<file path="src/rtl/lpm_ff_arb_pkg.sv">
// Shared encodings for the lpm_ff sequencer/arbiter.
// Commands are the 2-bit per-requester cmd field; states are the controller FSM.
package lpm_ff_arb_pkg;

  typedef enum logic [1:0] {
    CMD_LOAD   = 2'b00,
    CMD_CLEAR  = 2'b01,
    CMD_SET    = 2'b10,
    CMD_TOGGLE = 2'b11
  } cmd_e;

  typedef enum logic [1:0] {
    ST_IDLE  = 2'b00,
    ST_ISSUE = 2'b01,
    ST_RESP  = 2'b10
  } state_e;

endpackage

</file>
<file path="src/rtl/lpm_rr_pick.sv">
// Combinational requester picker: searches from (ptr+1) mod NUM_REQ upward.
// Holding ptr at NUM_REQ-1 turns it into lowest-index-wins fixed priority.
module lpm_rr_pick #(
  parameter int NUM_REQ = 4,
  parameter int IW      = (NUM_REQ > 1) ? $clog2(NUM_REQ) : 1
) (
  input  logic [NUM_REQ-1:0] req,
  input  logic [IW-1:0]      ptr,
  output logic [NUM_REQ-1:0] gnt,
  output logic [IW-1:0]      idx,
  output logic               valid
);

  logic found;
  int   j;

  always_comb begin
    gnt   = '0;
    idx   = '0;
    found = 1'b0;
    j     = 0;
    valid = |req;
    for (int k = 1; k <= NUM_REQ; k++) begin
      j = (int'(ptr) + k) % NUM_REQ;
      if (!found && req[j]) begin
        found  = 1'b1;
        gnt[j] = 1'b1;
        idx    = IW'(j);
      end
    end
  end

endmodule

</file>
<file path="src/rtl/lpm_ff_arb.sv">
// Arbiter/sequencer driving one shared lpm_ff (DFF) for NUM_REQ requesters.
// Define LPM_FF_ARB_RR_EN for round-robin; otherwise fixed priority, lowest index wins.
//
// state    | meaning
// ST_IDLE  | waiting for any req; grant, command and operand captured on exit
// ST_ISSUE | ff_enable plus one of sclr/sset/sload driven to the lpm_ff
// ST_RESP  | ack pulse to the granted requester, rdata = updated ff_q
module lpm_ff_arb
  import lpm_ff_arb_pkg::*;
#(
  parameter int LPM_WIDTH = 8,
  parameter int NUM_REQ   = 4
) (
  input  logic                         clock,
  input  logic                         sclr_n,
  input  logic [NUM_REQ-1:0]           req,
  input  logic [2*NUM_REQ-1:0]         cmd,
  input  logic [LPM_WIDTH*NUM_REQ-1:0] wdata,
  output logic [NUM_REQ-1:0]           ack,
  output logic [LPM_WIDTH-1:0]         rdata,
  output logic                         busy,
  input  logic [LPM_WIDTH-1:0]         ff_q,
  output logic [LPM_WIDTH-1:0]         ff_data,
  output logic                         ff_enable,
  output logic                         ff_sclr,
  output logic                         ff_sset,
  output logic                         ff_sload
);

  localparam int IW = (NUM_REQ > 1) ? $clog2(NUM_REQ) : 1;

  state_e               state_q, state_d;
  logic [NUM_REQ-1:0]   gnt_q, gnt_d;
  logic [NUM_REQ-1:0]   ack_q, ack_d;
  logic [LPM_WIDTH-1:0] ff_data_q, ff_data_d;
  logic                 ff_enable_q, ff_enable_d;
  logic                 ff_sclr_q, ff_sclr_d;
  logic                 ff_sset_q, ff_sset_d;
  logic                 ff_sload_q, ff_sload_d;

  logic [IW-1:0]        ptr;
  logic [NUM_REQ-1:0]   pick_gnt;
  logic [IW-1:0]        pick_idx;
  logic                 pick_valid;
  cmd_e                 cmd_sel;
  logic [LPM_WIDTH-1:0] wd_sel;

`ifdef LPM_FF_ARB_RR_EN
  logic [IW-1:0] ptr_q, ptr_d;
  assign ptr = ptr_q;
`else
  assign ptr = IW'(NUM_REQ - 1);
`endif

  lpm_rr_pick #(.NUM_REQ(NUM_REQ), .IW(IW)) u_pick (
    .req   (req),
    .ptr   (ptr),
    .gnt   (pick_gnt),
    .idx   (pick_idx),
    .valid (pick_valid)
  );

  always_comb begin
    cmd_sel = CMD_LOAD;
    wd_sel  = '0;
    for (int i = 0; i < NUM_REQ; i++) begin
      if (pick_idx == IW'(i)) begin
        cmd_sel = cmd_e'(cmd[2*i +: 2]);
        wd_sel  = wdata[LPM_WIDTH*i +: LPM_WIDTH];
      end
    end
  end

  always_comb begin
    state_d     = state_q;
    gnt_d       = gnt_q;
    ack_d       = '0;
    ff_data_d   = ff_data_q;
    ff_enable_d = 1'b0;
    ff_sclr_d   = 1'b0;
    ff_sset_d   = 1'b0;
    ff_sload_d  = 1'b0;
`ifdef LPM_FF_ARB_RR_EN
    ptr_d       = ptr_q;
`endif
    case (state_q)
      ST_IDLE: begin
        if (pick_valid) begin
          state_d     = ST_ISSUE;
          gnt_d       = pick_gnt;
          ff_enable_d = 1'b1;
`ifdef LPM_FF_ARB_RR_EN
          ptr_d       = pick_idx;
`endif
          case (cmd_sel)
            CMD_CLEAR: ff_sclr_d = 1'b1;
            CMD_SET:   ff_sset_d = 1'b1;
            CMD_LOAD: begin
              ff_sload_d = 1'b1;
              ff_data_d  = wd_sel;
            end
            default: begin
              // ff_q is stable until ISSUE, so the read-modify-write is coherent
              ff_sload_d = 1'b1;
              ff_data_d  = ff_q ^ wd_sel;
            end
          endcase
        end
      end
      ST_ISSUE: begin
        state_d = ST_RESP;
        ack_d   = gnt_q;
      end
      default: state_d = ST_IDLE;
    endcase
  end

  always_ff @(posedge clock) begin
    if (!sclr_n) begin
      state_q     <= ST_IDLE;
      gnt_q       <= '0;
      ack_q       <= '0;
      ff_data_q   <= '0;
      ff_enable_q <= 1'b0;
      ff_sclr_q   <= 1'b0;
      ff_sset_q   <= 1'b0;
      ff_sload_q  <= 1'b0;
`ifdef LPM_FF_ARB_RR_EN
      ptr_q       <= IW'(NUM_REQ - 1);
`endif
    end else begin
      state_q     <= state_d;
      gnt_q       <= gnt_d;
      ack_q       <= ack_d;
      ff_data_q   <= ff_data_d;
      ff_enable_q <= ff_enable_d;
      ff_sclr_q   <= ff_sclr_d;
      ff_sset_q   <= ff_sset_d;
      ff_sload_q  <= ff_sload_d;
`ifdef LPM_FF_ARB_RR_EN
      ptr_q       <= ptr_d;
`endif
    end
  end

  // Gating with sclr_n keeps a reset that lands in ISSUE from writing the lpm_ff
  assign ff_enable = ff_enable_q & sclr_n;
  assign ff_sclr   = ff_sclr_q & sclr_n;
  assign ff_sset   = ff_sset_q & sclr_n;
  assign ff_sload  = ff_sload_q & sclr_n;
  assign ff_data   = ff_data_q;
  assign ack       = ack_q;
  assign busy      = (state_q != ST_IDLE);
  assign rdata     = (|ack_q) ? ff_q : '0;

endmodule

</file>
<file path="config.mk">
export PLATFORM = sky130hd
export DESIGN_NAME = lpm_ff_arb
export DESIGN_NICKNAME = d
export VERILOG_FILES = /design/src/rtl/lpm_ff_arb_pkg.sv /design/src/rtl/lpm_rr_pick.sv /design/src/rtl/lpm_ff_arb.sv
export SDC_FILE = /design/constraint.sdc
export NUM_CORES = 1
export LEC_CHECK = 0
export CORE_ASPECT_RATIO = 0.8
export CORE_UTILIZATION = 39
export CTS_BUF_LIST = sky130_fd_sc_hd__clkbuf_16
export DETAILED_ROUTE_END_ITERATION = 6
export HOLD_SLACK_MARGIN = 0.03
export PLACE_DENSITY = 0.81
export SYNTH_ARGS = -nofsm -noshare
export SYNTH_HDL_FRONTEND = slang
export SYNTH_SLANG_ARGS = --single-unit
</file>
<file path="constraint.sdc">
create_clock -name clock -period 2.7 [get_ports clock]
set_clock_uncertainty 0.2 [all_clocks]
set_input_delay 0.27 -clock clock [delete_from_list [all_inputs] [get_ports clock]]
set_output_delay 0.27 -clock clock [all_outputs]
set_load 0.05 [all_outputs]
</file>
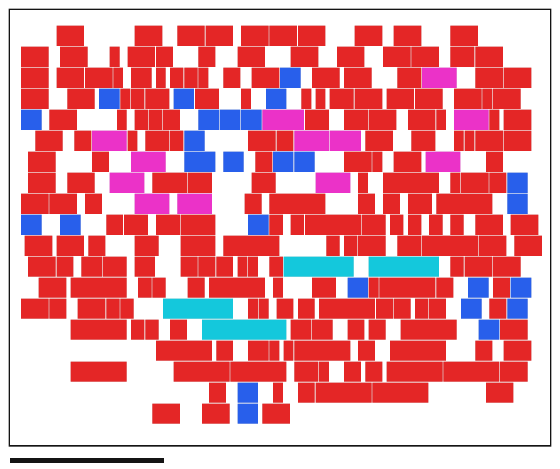
(run_1/drive_strength.png)
The bar under the picture is 20 µm long.
colour	size	cells	share	most used
red	drive 1 or less	213	84%	clkdlybuf4s50_1
cyan	drive 6 and up	4	1.6%	clkbuf_16
magenta	drive 2	12	4.7%	o31ai_2
blue	drive 3 to 4	26	10%	buf_4
post-route cell area: 0.002387 mm²
Worst Slack Setup Final: 0.2387 ns

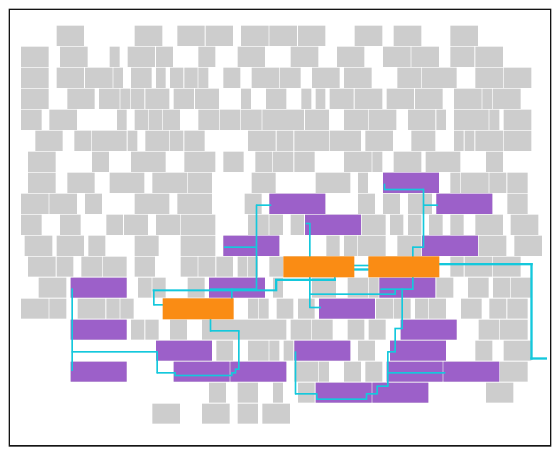
(run_1/clock_map.png)
[cyan] clock wires | length: 245 µm
[purple] flip-flops | count: 22
[orange] cells driving clock nets | count: 3
routed clock nets	4

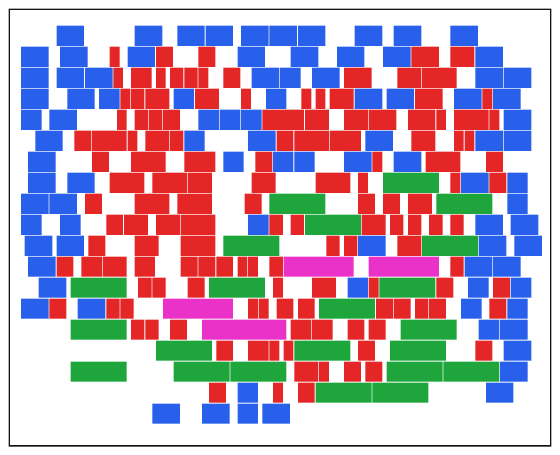
(run_1/cell_classes.png)
colour	class	cells
green	flops	22
magenta	clock drivers and dummy loads	4
red	all other logic	138
blue	other buffers and delay cells	91
# rows: 19
Final Core Density: 68.31%
fraction of area in registers: 18.45%

run 1: final cells by class:
| type | count | area [µm²] | area share, % |
|---|---|---|---|
| Multi-Input combinational cell | 135 | 929.6 | 38.94 |
| Timing Repair Buffer | 91 | 848.3 | 35.53 |
| Sequential cell | 22 | 440.4 | 18.45 |
| Clock buffer | 3 | 75.07 | 3.145 |
| Tap cell | 42 | 52.55 | 2.201 |
| Clock inverter | 1 | 30.03 | 1.258 |
| Inverter | 3 | 11.26 | 0.4717 |
run 1: metrics by stage:
stage / hold slack [ns] / total power [mW]
floorplan: 0.2144 / 0.6211
global placement: 0.2447 / 0.7895
detailed placement: 0.2470 / 0.7927
CTS: 0.2608 / 1.200
global route: 0.2879 / 1.248
finish: 0.2580 / 1.193
run 1: cell families after synthesis:
kind of cell	count (synthesis)	synth area share (%)
AND-OR/OR-AND	43	24.11
XOR/XNOR	8	4.857
adder cells (fa/ha/maj)	3	2.602
buffers and inverters	13	5.030
flip-flops	22	30.53
multiplexers	5	3.469
AND/OR/NAND/NOR	76	29.40
run 1: cells in the final DEF (no fill, tap or decap), drive strengths merged, types with 2 or more instances in the layout:
cell           Yosys  routed
a21boi             2       2
a21oi              7       7
a2bb2oi            6       6
a311oi             3       3
and2              14      14
and3               2       2
buf                7      25
clkbuf             3       3
clkdlybuf4s50      0      66
dfxtp             22      22
ha                 3       3
inv                3       3
mux2i              5       5
nand2             18      18
nand2b             3       3
nand3              5       5
nor2               7       7
nor2b             18      18
nor4               2       2
o21ai             10      10
o21bai             2       2
o22ai              3       3
o31ai              5       5
o41a               2       2
o41ai              2       2
or2b               2       2
or3                2       2
xnor2              8       8
run 1: registers in the layout (all words and copies together) (netlist names):
name and cells:
ack 4, ff_data 8, ff_enable_q 1, ff_sclr_q 1, ff_sload_q 1, ff_sset_q 1
gnt_q 4, state_q 2
run 1: final timing paths:
| check | cells past startpoint | start | to | slack, ns |
|---|---|---|---|---|
| max reg2reg | 4 | state_q[1] | ff_data[7] | 1.07 |
| max | 11 | req[2] | ff_data[7] | 0.24 |
| min reg2reg | 1 | gnt_q[0] | ack[0] | 0.26 |
| min | 1 | gnt_q[0] | ack[0] | 0.26 |
run 1: where the power goes:
group	switching (mW)	leakage (nW)	internal, mW
logic	0.220	0.730	0.199
clock network	0.112	0.0511	0.294
registers	0.0140	0.180	0.354
total	0.346	0.961	0.847
run 1: routing by layer:
layer / share of wire, % / vias up / track usage, %
li1: - / 770 / -
met1: 48 / 662 / 27.45
met2: 43 / 74 / 30.49
met3: 8.6 / 2 / 6.284
met4: 0.31 / 0 / 2.857
met5: 0 / - / 0
run 1: worst max-delay path: stages:
cell             delay [ns]
clkdlybuf4s50_1        0.55
buf_4                  0.16
nand2_1                0.05
a21oi_1                0.13
a21oi_1                0.05
o21ai_0                0.24
o41ai_1                0.15
ha_1                   0.33
and2_0                 0.26
o21ai_0                0.11
a21oi_1                0.14
==> results.sh, run 1 <==
# source this file to load flow results
export IMPL_synthArstFlopShare_pct=0
export IMPL_hold_viol=0
export IMPL_syn_area_mm2=0.001443
export IMPL_post_synth_top_count_cell="dfxtp_1"
export IMPL_synth_edff_count=0
export IMPL_powerDensity_mw_per_mm2=499.7
export IMPL_track_usage_pct=19.74
export IMPL_ir_worst_vdd_mv=0.4685
export IMPL_synth_seq_share_pct=30.53
export IMPL_status="finished, final reports clean"
export IMPL_flop_cell="dfxtp_1"
export IMPL_fp_util_pct=41.28
export IMPL_layout_cells_non_filler=297
export IMPL_path_max_fanout=6
export IMPL_avgSynthCellArea_um2=8.486
export IMPL_totalWireLength_um=3889
export IMPL_drv_cap=0
export IMPL_pre_cts_ws_ns=-0.004452
export IMPL_required_ns=2.68
export IMPL_io_buffers=78
export IMPL_min_period_ns=2.461
export IMPL_die_width_um=70
export IMPL_finalSetupTns_ns=0
export IMPL_grt_overflow=0
export IMPL_first_global_vias=1322
export IMPL_yosysTopAreaCell="dfxtp_1"
export IMPL_die_area_mm2=0.003948
export IMPL_postRouteAntennaNets=0
export IMPL_core_mm2=0.003495
export IMPL_die_h_um=56.40
export IMPL_ys_cells=170
export IMPL_yosysTopAreaCellShare_pct=30.53
export IMPL_insertion_delay_ns=0.25
export IMPL_antenna_cells=0
export IMPL_grt_pass1_wl_um=6216
export IMPL_dp_cells=293
export IMPL_tool_warnings=28
export IMPL_max_freq_mhz=406.3
export IMPL_worstMarginPinSlew_ns=0.5231
export IMPL_critPathKind="in2reg"
export IMPL_finalCritPeriodShare_pct=91.16
export IMPL_wl_per_cell_um=13.09
==> run_1/final_clocks.png <==
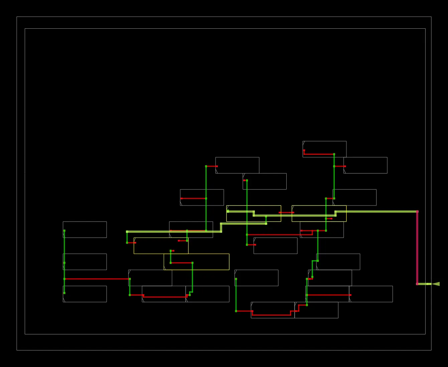

--- run 2 (diff from run 1) ---
--- a/config.mk
+++ b/config.mk
@@ -6,6 +6,7 @@
 export NUM_CORES = 1
 export LEC_CHECK = 0
 export CORE_ASPECT_RATIO = 0.8
+export CORE_MARGIN = 1.5
 export CORE_UTILIZATION = 39
 export CTS_BUF_LIST = sky130_fd_sc_hd__clkbuf_16
 export DETAILED_ROUTE_END_ITERATION = 6
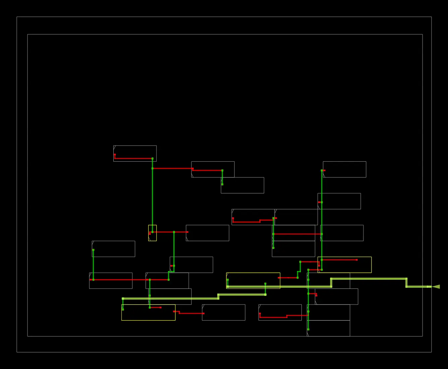
(run_2/final_clocks.png)
total CTS buffers: 3
clk_lat worst skew: 0.25 ns
CTS Sinks: 22
seq_cells: 22
CLK BUF: 3

==> run 2 against run 1 <==
Non-clock buffer count unchanged. Die size up 3.2%. Core utilization shrank 0.75 points. Sequential power about the same. First-iteration DRC count up 39%. Fmax decreased by 0.25%. Synthesized cell count unchanged. Routed wire length is 1.5% higher. Sequential share of layout area is 0.21 points higher. Largest power group unchanged. Highest routed layer is now met3.
==> results.sh, run 2 <==
# source this file to load flow results
export IMPL_totalWireLength_um=3947
export IMPL_ir_worst_vdd_mv=0.3411
export IMPL_yosysTopAreaCell="dfxtp_1"
export IMPL_hold_viol=0
export IMPL_synth_seq_share_pct=30.53
export IMPL_first_global_vias=1344
export IMPL_fp_util_pct=41.28
export IMPL_post_synth_top_count_cell="dfxtp_1"
export IMPL_hpwl_um=3273
export IMPL_r2r_cells=4
export IMPL_synth_edff_count=0
export IMPL_yosysTopAreaCellShare_pct=30.53
export IMPL_finalSetupTns_ns=0
export IMPL_timing_rr_start="state_q[1]"
export IMPL_core_mm2=0.003495
export IMPL_slew_headroom_pct=60.65
export IMPL_yosysUniqueCellTypes=37
export IMPL_syn_area_mm2=0.001443
export IMPL_wl_per_cell_um=13.29
export IMPL_grt_overflow=0
export IMPL_r2r_slack_ns=1.00
export IMPL_dp_cells=293
export IMPL_sequentialPowerShare_pct=33.7
export IMPL_rows=19
export IMPL_finalCritPeriodShare_pct=91.38
export IMPL_status="finished, final reports clean"
export IMPL_critPathKind="in2reg"
export IMPL_io_buffers=78
export IMPL_largest_reg_flops=8
export IMPL_grt_pass1_wl_um=6196
export IMPL_post_cts_resized=0
export IMPL_die_h_um=57.40
export IMPL_powerDensity_mw_per_mm2=463.2
export IMPL_pwr_share_comb_pct=38.5
export IMPL_required_ns=2.68
export IMPL_flop_cell="dfxtp_1"
export IMPL_drt_iter0_drc=106
export IMPL_fp_nets=227
export IMPL_die_width_um=71
export IMPL_setup_worst_path_start_class="input pin"
export IMPL_fin_area_mm2=0.002361
export IMPL_synthArstFlopShare_pct=0
export IMPL_path_max_fanout=6
export IMPL_fin_ws_ns=0.2326
export IMPL_swShare_pct=31.40
export IMPL_postRouteAntennaNets=0
export IMPL_min_period_ns=2.467
export IMPL_track_usage_pct=19.17
export IMPL_ios=79
export IMPL_max_freq_mhz=405.3
export IMPL_pre_cts_ws_ns=0.02675
export IMPL_tool_warnings=28
export IMPL_p_int_mw=0.7502
export IMPL_layout_top_cells="clkdlybuf4s50_1 (66), buf_4 (25), dfxtp_1 (22)"
export IMPL_ys_cells=170
export IMPL_final_common_cell="clkdlybuf4s50_1"
export IMPL_critPathCapture="ff_data[7]"
export IMPL_total_power_mw=1.094
export IMPL_p_clk_share_pct=27.8
export IMPL_die_area_mm2=0.004075
export IMPL_worstMarginPinSlew_ns=0.5884
export IMPL_antenna_cells=0
export IMPL_layout_cells_non_filler=297
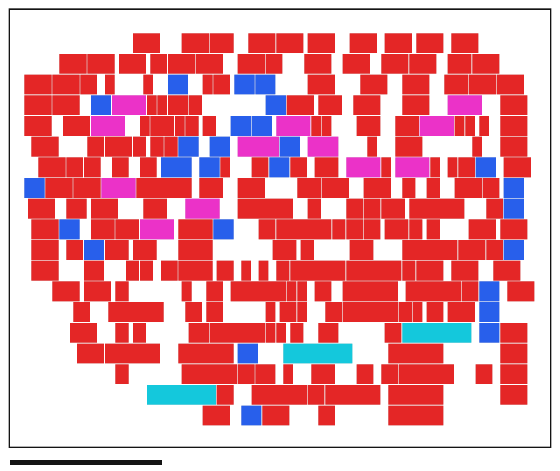
(run_2/drive_strength.png)
The bar under the picture is 20 µm long.
colour	size	cells	share	most used
red	drive 1 or less	214	84%	clkdlybuf4s50_1
magenta	drive 2	12	4.7%	o31ai_2
cyan	drive 6 and up	3	1.2%	clkbuf_16
blue	drive 3 to 4	26	10%	buf_4

==> run 2: cell counts after synthesis <==
No cell type changed its count.
==> run 2: worst min path at each step <==
| stage | from | end | slack, ns | cells past startpoint |
|---|---|---|---|---|
| 2_1_floorplan | sclr_n | state_q[0] | 0.21 | 1 |
| 3_3_place_gp | ff_data[4] | ff_data[4] | 0.25 | 2 |
| 3_5_place_dp | gnt_q[2] | ack[2] | 0.25 | 1 |
| 4_1_cts | gnt_q[2] | ack[2] | 0.26 | 1 |
| 5_1_grt | ff_data[5] | ff_data[5] | 0.29 | 2 |
| 6_report | gnt_q[2] | ack[2] | 0.26 | 1 |
==> run 2: power groups by stage <==
stage,registers (mW),logic [mW],clock network [mW]
after detailed placement,0.375,0.420,0
after global routing,0.371,0.448,0.327
after global placement,0.375,0.414,0
after floorplan,0.438,0.183,0
final,0.369,0.421,0.304
after CTS,0.369,0.422,0.312
==> run 2: logic make-up after synthesis <==
group / after synthesis / share of synthesized area, %
AND/OR/NAND/NOR: 76 / 29.40
XOR/XNOR: 8 / 4.857
multiplexers: 5 / 3.469
flip-flops: 22 / 30.53
AND-OR/OR-AND: 43 / 24.11
buffers and inverters: 13 / 5.030
adder cells (fa/ha/maj): 3 / 2.602
==> run 2: critical path, stage by stage <==
cell	delay [ns]
clkdlybuf4s50_1	0.43
nand2b_1	0.24
a21oi_1	0.16
a21oi_1	0.05
o21ai_0	0.24
o41ai_1	0.17
ha_1	0.34
and2_0	0.27
o21ai_0	0.14
a21oi_1	0.15
==> run 2: routing by layer <==
layer	routed length [µm]	up-vias	global-route usage (%)	share of wire (%)
li1	-	772	-	-
met1	1869	676	26.12	47
met2	1763	66	30.97	45
met3	314	0	6.537	8.0
met4	0	0	1.617	0
met5	0	-	0	0
==> run 2: layout make-up <==
class	count	area [µm²]
Clock buffer	3	75.07
Timing Repair Buffer	91	848.3
Fill cell	303	1134
Tap cell	42	52.55
Clock inverter	1	3.754
Multi-Input combinational cell	135	929.6
Sequential cell	22	440.4
Inverter	3	11.26
==> run 2: stage by stage <==
stage	hold slack [ns]	util [%]
2_1_floorplan	0.2144	-
3_3_place_gp	0.2453	65.31
3_5_place_dp	0.2489	65.31
4_1_cts	0.2616	67.56
5_1_grt	0.2898	67.56
6_report	0.2602	67.56
Power figures rest on the tool's default switching activity, not on a simulated workload.
